==> run_1/port_nets.png <==
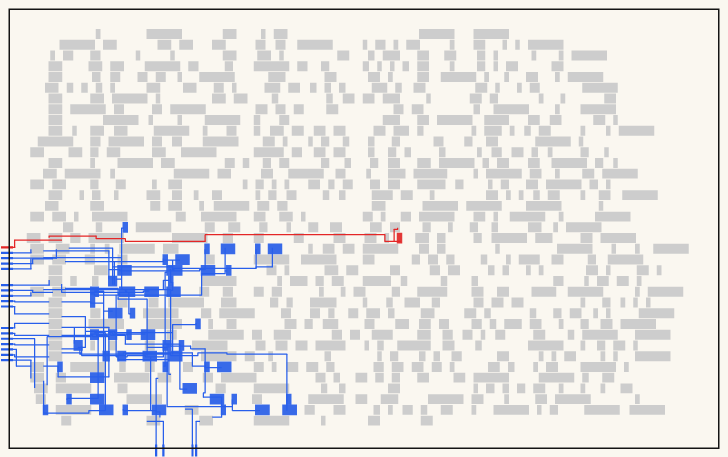
==> run_1/drive_strength.png <==
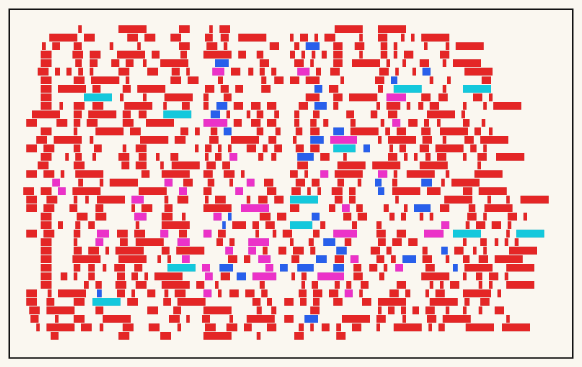
==> run_1/wire_density.png <==
Bar = 50 um. The die is cut into 36 by 22 equal tiles; dark purple is low, yellow is high, scaled to the fullest tile. Values are wire area over tile area, all layers added.
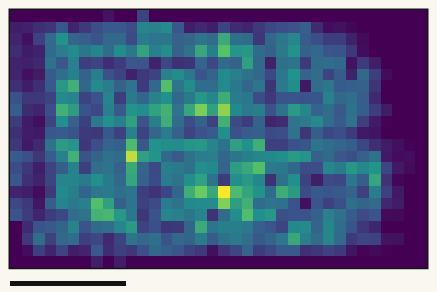
File: src/rtl/tone_gen_pkg.sv
// tone_gen_pkg: shared state encoding and default widths for the tone output stage
package tone_gen_pkg;
  localparam int CNT_W_DEF = 20;
  localparam int MIN_HALF_DEF = 2;
  typedef enum logic [1:0] {IDLE, PLAY, DRAIN} state_t;
endpackage

File: src/rtl/tone_gen_toggle_divider.sv
// toggle_divider: half-period counter that toggles its output at terminal count and resamples the period on each edge
module toggle_divider #(
  parameter int CNT_W = 20
) (
  input  logic             clk,
  input  logic             rst,
  input  logic             clr,
  input  logic             load,
  input  logic             en,
  input  logic [CNT_W-1:0] load_val,
  input  logic [CNT_W-1:0] period_in,
  output logic             q,
  output logic             tc
);
  logic [CNT_W-1:0] cnt, cur;
  assign tc = |cur && (cnt == cur - 1'b1);
  // a zero period parks the output high instead of toggling
  always_ff @(posedge clk or posedge rst)
    if (rst) begin
      cnt <= '0;
      cur <= '0;
      q <= 1'b0;
    end else if (clr) begin
      cnt <= '0;
      cur <= '0;
      q <= 1'b0;
    end else if (load) begin
      cnt <= '0;
      cur <= load_val;
      q <= 1'b1;
    end else if (en && tc) begin
      cnt <= '0;
      cur <= period_in;
      q <= ~q | ~|period_in;
    end else if (en && |cur) begin
      cnt <= cnt + 1'b1;
    end
endmodule

File: src/rtl/tone_gen.sv
// tone_gen: gates octave-scaled periods with the key press to drive a glitch-free speaker square wave and activity LED
module tone_gen
  import tone_gen_pkg::*;
#(
  parameter int CNT_W = CNT_W_DEF,
  parameter int MIN_HALF = MIN_HALF_DEF
) (
  input  logic             clk,
  input  logic             reset,
  input  logic [CNT_W-1:0] half_period,
  input  logic [CNT_W-1:0] led_period,
  input  logic             note_on,
  output logic             speaker,
  output logic             led,
  output logic             active
);
  state_t state, nxt;
  logic clr, load, run, spk_tc, led_tc_unused, valid;
  assign valid = half_period >= CNT_W'(MIN_HALF);
  assign active = state != IDLE;
  always_ff @(posedge clk or posedge reset)
    if (reset) state <= IDLE;
    else state <= nxt;
  // an edge with a released key or an invalid period ends the note; a low speaker with no key ends it at once
  always_comb begin
    nxt = state;
    clr = 1'b0;
    load = 1'b0;
    run = 1'b0;
    if (state == IDLE) begin
      load = note_on && valid;
      clr = !load;
      nxt = load ? PLAY : IDLE;
    end else if ((spk_tc && (!note_on || !valid)) || (!note_on && !speaker)) begin
      clr = 1'b1;
      nxt = IDLE;
    end else begin
      run = 1'b1;
      nxt = note_on ? PLAY : DRAIN;
    end
  end
  toggle_divider #(.CNT_W(CNT_W)) u_spk (
    .clk(clk), .rst(reset), .clr(clr), .load(load), .en(run),
    .load_val(half_period), .period_in(half_period), .q(speaker), .tc(spk_tc)
  );
  toggle_divider #(.CNT_W(CNT_W)) u_led (
    .clk(clk), .rst(reset), .clr(clr), .load(load), .en(run),
    .load_val(led_period), .period_in(led_period), .q(led), .tc(led_tc_unused)
  );
endmodule

File: config.mk
export PLATFORM = sky130hd
export DESIGN_NAME = tone_gen
export DESIGN_NICKNAME = d
export VERILOG_FILES = /design/src/rtl/tone_gen_pkg.sv /design/src/rtl/tone_gen_toggle_divider.sv /design/src/rtl/tone_gen.sv
export SDC_FILE = /design/constraint.sdc
export NUM_CORES = 1
export LEC_CHECK = 0
export CAP_MARGIN = 10
export CELL_PAD_IN_SITES_DETAIL_PLACEMENT = 2
export CELL_PAD_IN_SITES_GLOBAL_PLACEMENT = 2
export CORE_ASPECT_RATIO = 0.6
export CORE_MARGIN = 4
export CORE_UTILIZATION = 34
export CTS_BUF_LIST = sky130_fd_sc_hd__clkbuf_16
export CTS_CLUSTER_SIZE = 8
export DETAILED_ROUTE_END_ITERATION = 10
export PLACE_DENSITY_LB_ADDON = 0.1
export SLEW_MARGIN = 15
export SYNTH_ARGS = -nofsm -noshare
export SYNTH_HDL_FRONTEND = slang
export SYNTH_HIERARCHICAL = 1
export SYNTH_SLANG_ARGS = --single-unit
File: constraint.sdc
create_clock -name clk -period 4.2 [get_ports clk]
set_clock_uncertainty 0.05 [all_clocks]
set_input_delay 0.84 -clock clk [delete_from_list [all_inputs] [get_ports clk]]
set_output_delay 0.84 -clock clk [all_outputs]
set_load 0.01 [all_outputs]
==> flow_summary.json, run 1 <==
{
  "yosysCellCount": 648,
  "cp.required_ns": 4.38,
  "nWellTaps": 234,
  "final-nonclk-buf-share": 0.0967,
  "post_cts_buffers": 0,
  "diodes": 0,
  "synth_seq_share": 0.351,
  "finalNetCount": 744,
  "edf_count": 0,
  "p_int_mw": 1.52,
  "status": "complete, no violations",
  "crit_buf_inv": 1,
  "cts_root_buf": "clkbuf_16",
  "fin_crit_sh": 0.970,
  "clkbuf_count": 9,
  "lay_top_cells": "nor2_1 (98), dfrtp_1 (84), xor2_1 (54), mux2i_1 (46), clkdlybuf4s50_1 (45)",
  "yosys_area_um2": 5990,
  "n_all_inverters": 15,
  "p_clk_frac": 0.310,
  "flop_area_um2": 2100,
  "chipHeight_um": 111,
  "cp_top_family": "simple AND/OR/NAND/NOR gates",
  "holdBufCountCts": 0,
  "drive_gt1_frac": 0.123,
  "viasPerCell": 5.66,
  "largest_area_cell": "dfrtp_1",
  "tool_warnings": 28,
  "critPathLaunchType": "flip-flop",
  "max-cap-violations": 0,
  "pre_cts_slack_ns": -0.180,
  "fp-row-count": 37,
  "clk_latency_ns": 0.36,
  "comb_area_frac": 0.518,
  "yosys.area.top_type_share": 0.351,
  "timing.final.ws_setup_ns": 0.126,
  "grt_pass1_wl_um": 32900,
  "worst_path_max_delay_cell": "or3_2",
  "common_cells": "nor2_1 (100), dfrtp_1 (84), xor2_1 (54)",
  "clk_share": 0.0357,
  "tightest_slew_ns": 0.677,
  "crit_chain": "inv_2 > ha_4 > or3b_4 > or3_2 > a21o_1 > nand4b_1 > nor4_4 > nand2b_1 > or2_0 > a32o_1 > or2_2 > o211a_4 > and3_1 > nand4_1 > xor2_1 > nor2_1",
  "ys_warn_count": 6,
  "fill_cells": 1896,
  "slowest_delay_ns": 0.46,
  "area_leaders": "dfrtp_1 (35%), xor2_1 (7.9%), mux2i_1 (7.7%), nor2_1 (6.3%), a211oi_1 (5.1%)",
  "clock_path_buffers": 2,
  "dp_hpwl_um": 16000,
  "hp-start": "u_led/cnt[1]",
  "critPathLaunch": "u_spk/cur[1]",
  "overflow": 0,
  "dominant-cell-class": "combinational gates",
  "fin_crit_ns": 4.07,
  "numCtsBuffers": 9,
  "htree_levels": 3,
  "cts-resized-gates": 4,
  "r2r_start": "u_spk/cur[1]",
  "cp.arrival_ns": 4.25,
  "first_iter_violations": 372,
  "power_switching_uw": 806,
  "postPlaceCellArea_um2": 6670,
  "leakage_nw": 2.69,
  "ys_seq_elements": 84,
  "dr.pass1.iters": 5,
  "hold_viol_final": 0,
  "end_kind": "flip-flop",
  "hold_slack_ns": 0.562,
  "synthCells": 648,
  "async_reset_ff_frac": 1.00,
  "grt_pass1_vias": 5567,
  "num-nonclk-buffers": 72,
  "slew_viol_final": 0,
  "syn2layout_area_growth_pct": 17.0,
  "relSlewSlack": 0.537,
  "synthFlopType": "dfrtp_1",
  "sh_seq_area": 0.300,
  "netlist_area_um2": 5990,
  "lay_top_count": "nor2_1",
  "stdcell_count": 933,
  "dp_cells": 916,
  "fp-utilization": 0.348,
  "path_max_fanout": 6,
  "power_frac_seq": 0.400,
  "postSynthNetCount": 697,
  "die-area_um2": 19900,
  "cts_tree": "built",
  "critPathKind": "reg -> reg",
  "pwr-share-comb": 0.289,
  "logic_area_um2": 3630,
  "gp_congestion": 0.857,
  "syn_area_per_cell_um2": 9.24,
  "numClockSinks": 84,
  "synth_cell_types": 60,
  "seq_cells": 84,
  "fp.dieW_um": 179,
  "logic_gate_count": 513,
  "peakVddDrop_mv": 0.195,
  "switching_share": 0.346,
  "antenna_left": 0,
  "timing.fmax_mhz": 245,
  "core_area_um2": 17200,
  "most_common_cell": "nor2_1",
  "grt_max_degree": 43,
  "antenna_found_initial": 0,
  "drcViolationCount": 0,
  "setup_viol": 0,
  "hp-class": "reg -> reg",
  "clk_pin_slew_worst_paths_ns": 0.06
}
Notes on port_nets.png above:
- `half_period`: blue (direction input; edge 16 left, 4 bottom; end cells 50; buffers 20; wire 1170 um)
- `active`: red (direction output; edge left; end cells 1; buffers 1; wire 113 um)
PortBufs: 45
io pins: 46

Notes on drive_strength.png above:
- drive 6 and up: cyan (cells 11)
- drive 2: blue (cells 33)
- drive 3 to 4: magenta (cells 42)
- drive 1 or less: red (cells 613)

Notes on wire_density.png above:
- emptiest ninth of the die: top right
- tiles over half the peak: 9.6%
- densest ninth of the die: middle
- nearly empty tiles: 17%
- fullest tile: 0.60
- mean over tiles: 0.16
routed len/inst: 22.3 um
Overall Global Routing Usage: 0.215
via count: 5279
drt total wl: 20800 um

-- run 1: power by group through the flow --
stage          registers, mW  logic, mW  clock network, mW
3_3_place_gp           0.938      0.619                  0
5_1_grt                0.938      0.733              0.783
6_report               0.931      0.673              0.722
2_1_floorplan          0.909      0.451                  0
3_5_place_dp           0.943      0.648                  0
4_1_cts                0.928      0.654              0.749
-- run 1: cells by family after synthesis --
logic type	synth area share
AND-OR/OR-AND	0.127
AND/OR/NAND/NOR	0.250
XOR/XNOR	0.126
multiplexers	0.0769
flip-flops	0.351
buffers and inverters	0.0562
adder cells (fa/ha/maj)	0.0125
-- run 1: final timing paths --
check | end | cells after the start | slack [ns]
max | u_spk/cnt[16] | 16 | 0.13
min | u_led/cnt[1] | 2 | 0.56
max reg2reg | u_spk/cnt[16] | 16 | 0.13
min reg2reg | u_led/cnt[1] | 2 | 0.56
max in group asynchronous | u_led/cnt[10] | 3 | 2.70
min in group asynchronous | state[0] | 2 | 0.72
-- run 1: routing by layer --
metal  track usage  vias up  wire, um
met3        0.0412        9       637
met5             0        -         0
met1         0.366     2747     12000
met4        0.0365        0       150
li1              -     2439         -
met2         0.275       84      7970
-- run 1: metrics by stage --
stage | TNS (ns) | total power [mW] | util
after floorplan | 0 | 1.36 | -
after global placement | 0 | 1.56 | 0.387
after global routing | -0.158 | 2.45 | 0.407
after detailed placement | -2.09 | 1.59 | 0.387
final | 0 | 2.33 | 0.407
after CTS | 0 | 2.33 | 0.402
-- run 1: flip-flops by register name, indices dropped and copies added (netlist names) --
register / cells
u_led/cur: 20
u_spk/cnt: 20
u_spk/cur: 20
u_led/q: 1
u_led/cnt: 20
state: 2
u_spk/q: 1
==> run 2, diff against run 1 <==
HOLD_SLACK_MARGIN = 0.06   (was default)
==> run_2/cell_classes.png <==
Bar = 50 um.
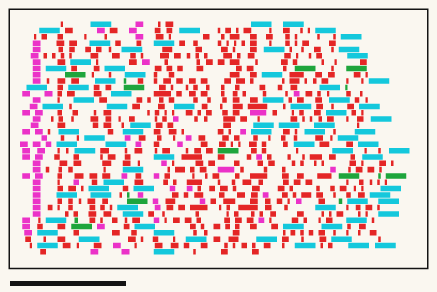
- all other logic: red (cells 528; share of their area 55%)
- other buffers and delay cells: magenta (cells 72; share of their area 10%)
- clock drivers and dummy loads: green (cells 15; share of their area 3.7%)
- flip-flops: cyan (cells 84; share of their area 31%)
Core Area: 17200 um2
Design Area, Final: 7010 um2
Cell Rows: 37
utilization after layout: 0.407

==> run_2/port_nets.png <==
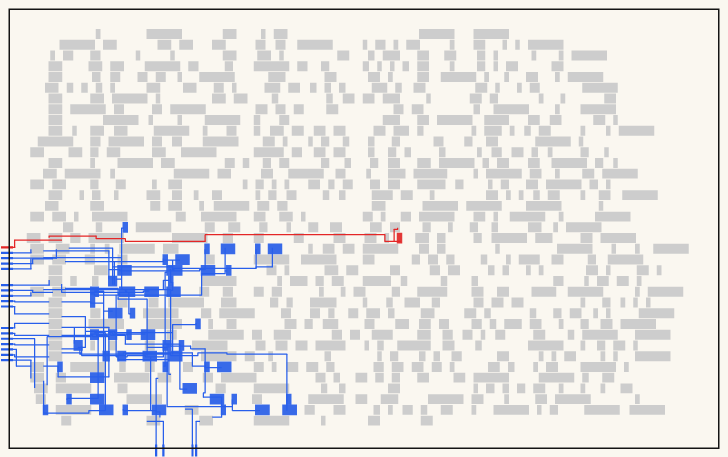

==> run 2 against run 1 <==
  * Count of clock-buffer cells in the layout unchanged
  * Largest power group unchanged
  * Clock power about the same
  * Critical endpoint unchanged
  * Combinational power about the same
  * Largest cell class unchanged
==> flow_summary.json, run 2 <==
{
  "lay_top_count": "nor2_1",
  "peakVddDrop_mv": 0.195,
  "drive_gt1_frac": 0.123,
  "stdcell_count": 933,
  "slew_viol_final": 0,
  "hold_viol_final": 0,
  "holdBufCountCts": 0,
  "diodes": 0,
  "viasPerCell": 5.66,
  "postPlaceCellArea_um2": 6670,
  "relSlewSlack": 0.537,
  "setup_viol": 0,
  "yosys.area.top_type_share": 0.351,
  "fp-utilization": 0.348,
  "grt_max_degree": 43,
  "port_buffers": 45,
  "finalNetCount": 744,
  "synth_cell_types": 60,
  "cts_tree": "built",
  "critPathLaunchType": "flip-flop",
  "power_mw": 2.33,
  "crit_chain": "inv_2 > ha_4 > or3b_4 > or3_2 > a21o_1 > nand4b_1 > nor4_4 > nand2b_1 > or2_0 > a32o_1 > or2_2 > o211a_4 > and3_1 > nand4_1 > xor2_1 > nor2_1",
  "cp_top_family": "simple AND/OR/NAND/NOR gates",
  "drcViolationCount": 0,
  "overflow": 0,
  "syn_area_per_cell_um2": 9.24,
  "cts_root_buf": "clkbuf_16",
  "async_reset_ff_frac": 1.00,
  "timing.fmax_mhz": 245,
  "cp.arrival_ns": 4.25,
  "fp.dieW_um": 179,
  "ys_seq_elements": 84,
  "critPathKind": "reg -> reg",
  "hp-class": "reg -> reg",
  "postSynthNetCount": 697,
  "dp_cells": 916,
  "leakage_nw": 2.69,
  "slowest_delay_ns": 0.46,
  "drt-total-wl_um": 20800,
  "io_pins": 46,
  "dr.pass1.iters": 5,
  "grt_pass1_vias": 5567,
  "lay_top_cells": "nor2_1 (98), dfrtp_1 (84), xor2_1 (54), mux2i_1 (46), clkdlybuf4s50_1 (45)",
  "path_max_fanout": 6,
  "end_kind": "flip-flop",
  "status": "complete, no violations",
  "fin_crit_sh": 0.970,
  "yosysCellCount": 648,
  "grt_pass1_wl_um": 32900,
  "yosys_area_um2": 5990,
  "most_common_cell": "nor2_1",
  "die-area_um2": 19900,
  "tightest_slew_ns": 0.677,
  "gp_congestion": 0.857,
  "antenna_left": 0,
  "numClockSinks": 84,
  "clk_latency_ns": 0.36,
  "edf_count": 0,
  "synthFlopType": "dfrtp_1",
  "routedWlPerCell_um": 22.3,
  "numCtsBuffers": 9,
  "dp_hpwl_um": 16000,
  "synth_seq_share": 0.351,
  "pre_cts_slack_ns": -0.180,
  "clk_pin_slew_worst_paths_ns": 0.06
}
==> run_2/drive_strength.png <==
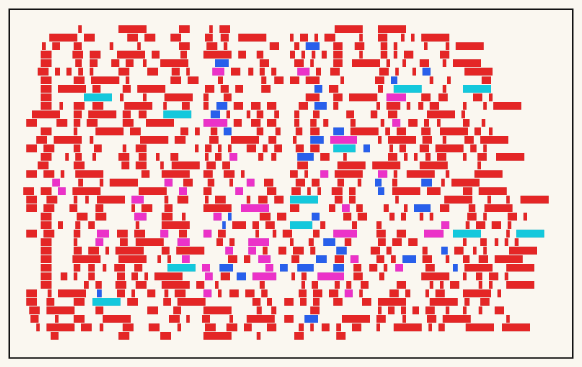
- drive 2: blue (cells 33)
- drive 6 and up: cyan (cells 11)
- drive 3 to 4: magenta (cells 42)
- drive 1 or less: red (cells 613)
Final WS setup: 0.126 ns
P&R area growth vs syn: 17.0%
Non-clk bufs: 72

run 2: cell counts in the layout (fill, tap and decap cells not counted):
Identical to the previous run, type by type.
run 2: layout make-up:
cell class / count / area [um2]
clock buffers: 9 / 225
inverters: 15 / 56.3
multi-input cells: 513 / 3630
flip-flops and latches: 84 / 2100
clock inverters: 6 / 25.0
fillers: 1896 / 10200
well taps: 234 / 293
repair buffers: 72 / 678
run 2: what timing repair did:
action / in CTS / in global routing
pin swaps: 1 / 3
setup buffers: 0 / 2
cloned: 0 / 0
endpoints found under the setup margin: 20 / 27
gates resized: 4 / 13
run 2: worst min-delay path, delay by kind of cell, from the launching register on:
family	cells	cell delay, ns
and+or+nand+nor	1	0.08
DFF	1	0.42
AOI/OAI and AO/OA	1	0.07
run 2: path summary, 6_finish.rpt:
check	start	endpoint	slack (ns)	cells past startpoint
max	u_spk/cur[1]	u_spk/cnt[16]	0.13	16
min	u_led/cnt[1]	u_led/cnt[1]	0.56	2
max reg2reg	u_spk/cur[1]	u_spk/cnt[16]	0.13	16
min reg2reg	u_led/cnt[1]	u_led/cnt[1]	0.56	2
max in group asynchronous	reset	u_led/cnt[10]	2.70	3
min in group asynchronous	reset	state[0]	0.72	2
run 2: kinds of logic after synthesis:
group	Yosys count	share of synthesized area
and+or+nand+nor	272	0.250
AOI/OAI and AO/OA	103	0.127
xor gates and xnor gates	86	0.126
DFF	84	0.351
buffers and inverters	51	0.0562
muxes	46	0.0769
adders and majority gates	6	0.0125
run 2: power by group:
group / switching [mW] / internal, mW
clock: 0.335 / 0.387
combinational: 0.392 / 0.281
sequential: 0.0781 / 0.853
total: 0.806 / 1.52
run 2: routing by layer:
metal,wire (um),track usage
met5,0,0
met2,7970,0.275
met4,150,0.0365
met3,637,0.0412
met1,12000,0.366
Power figures rest on the tool's default switching activity, not on a simulated workload.
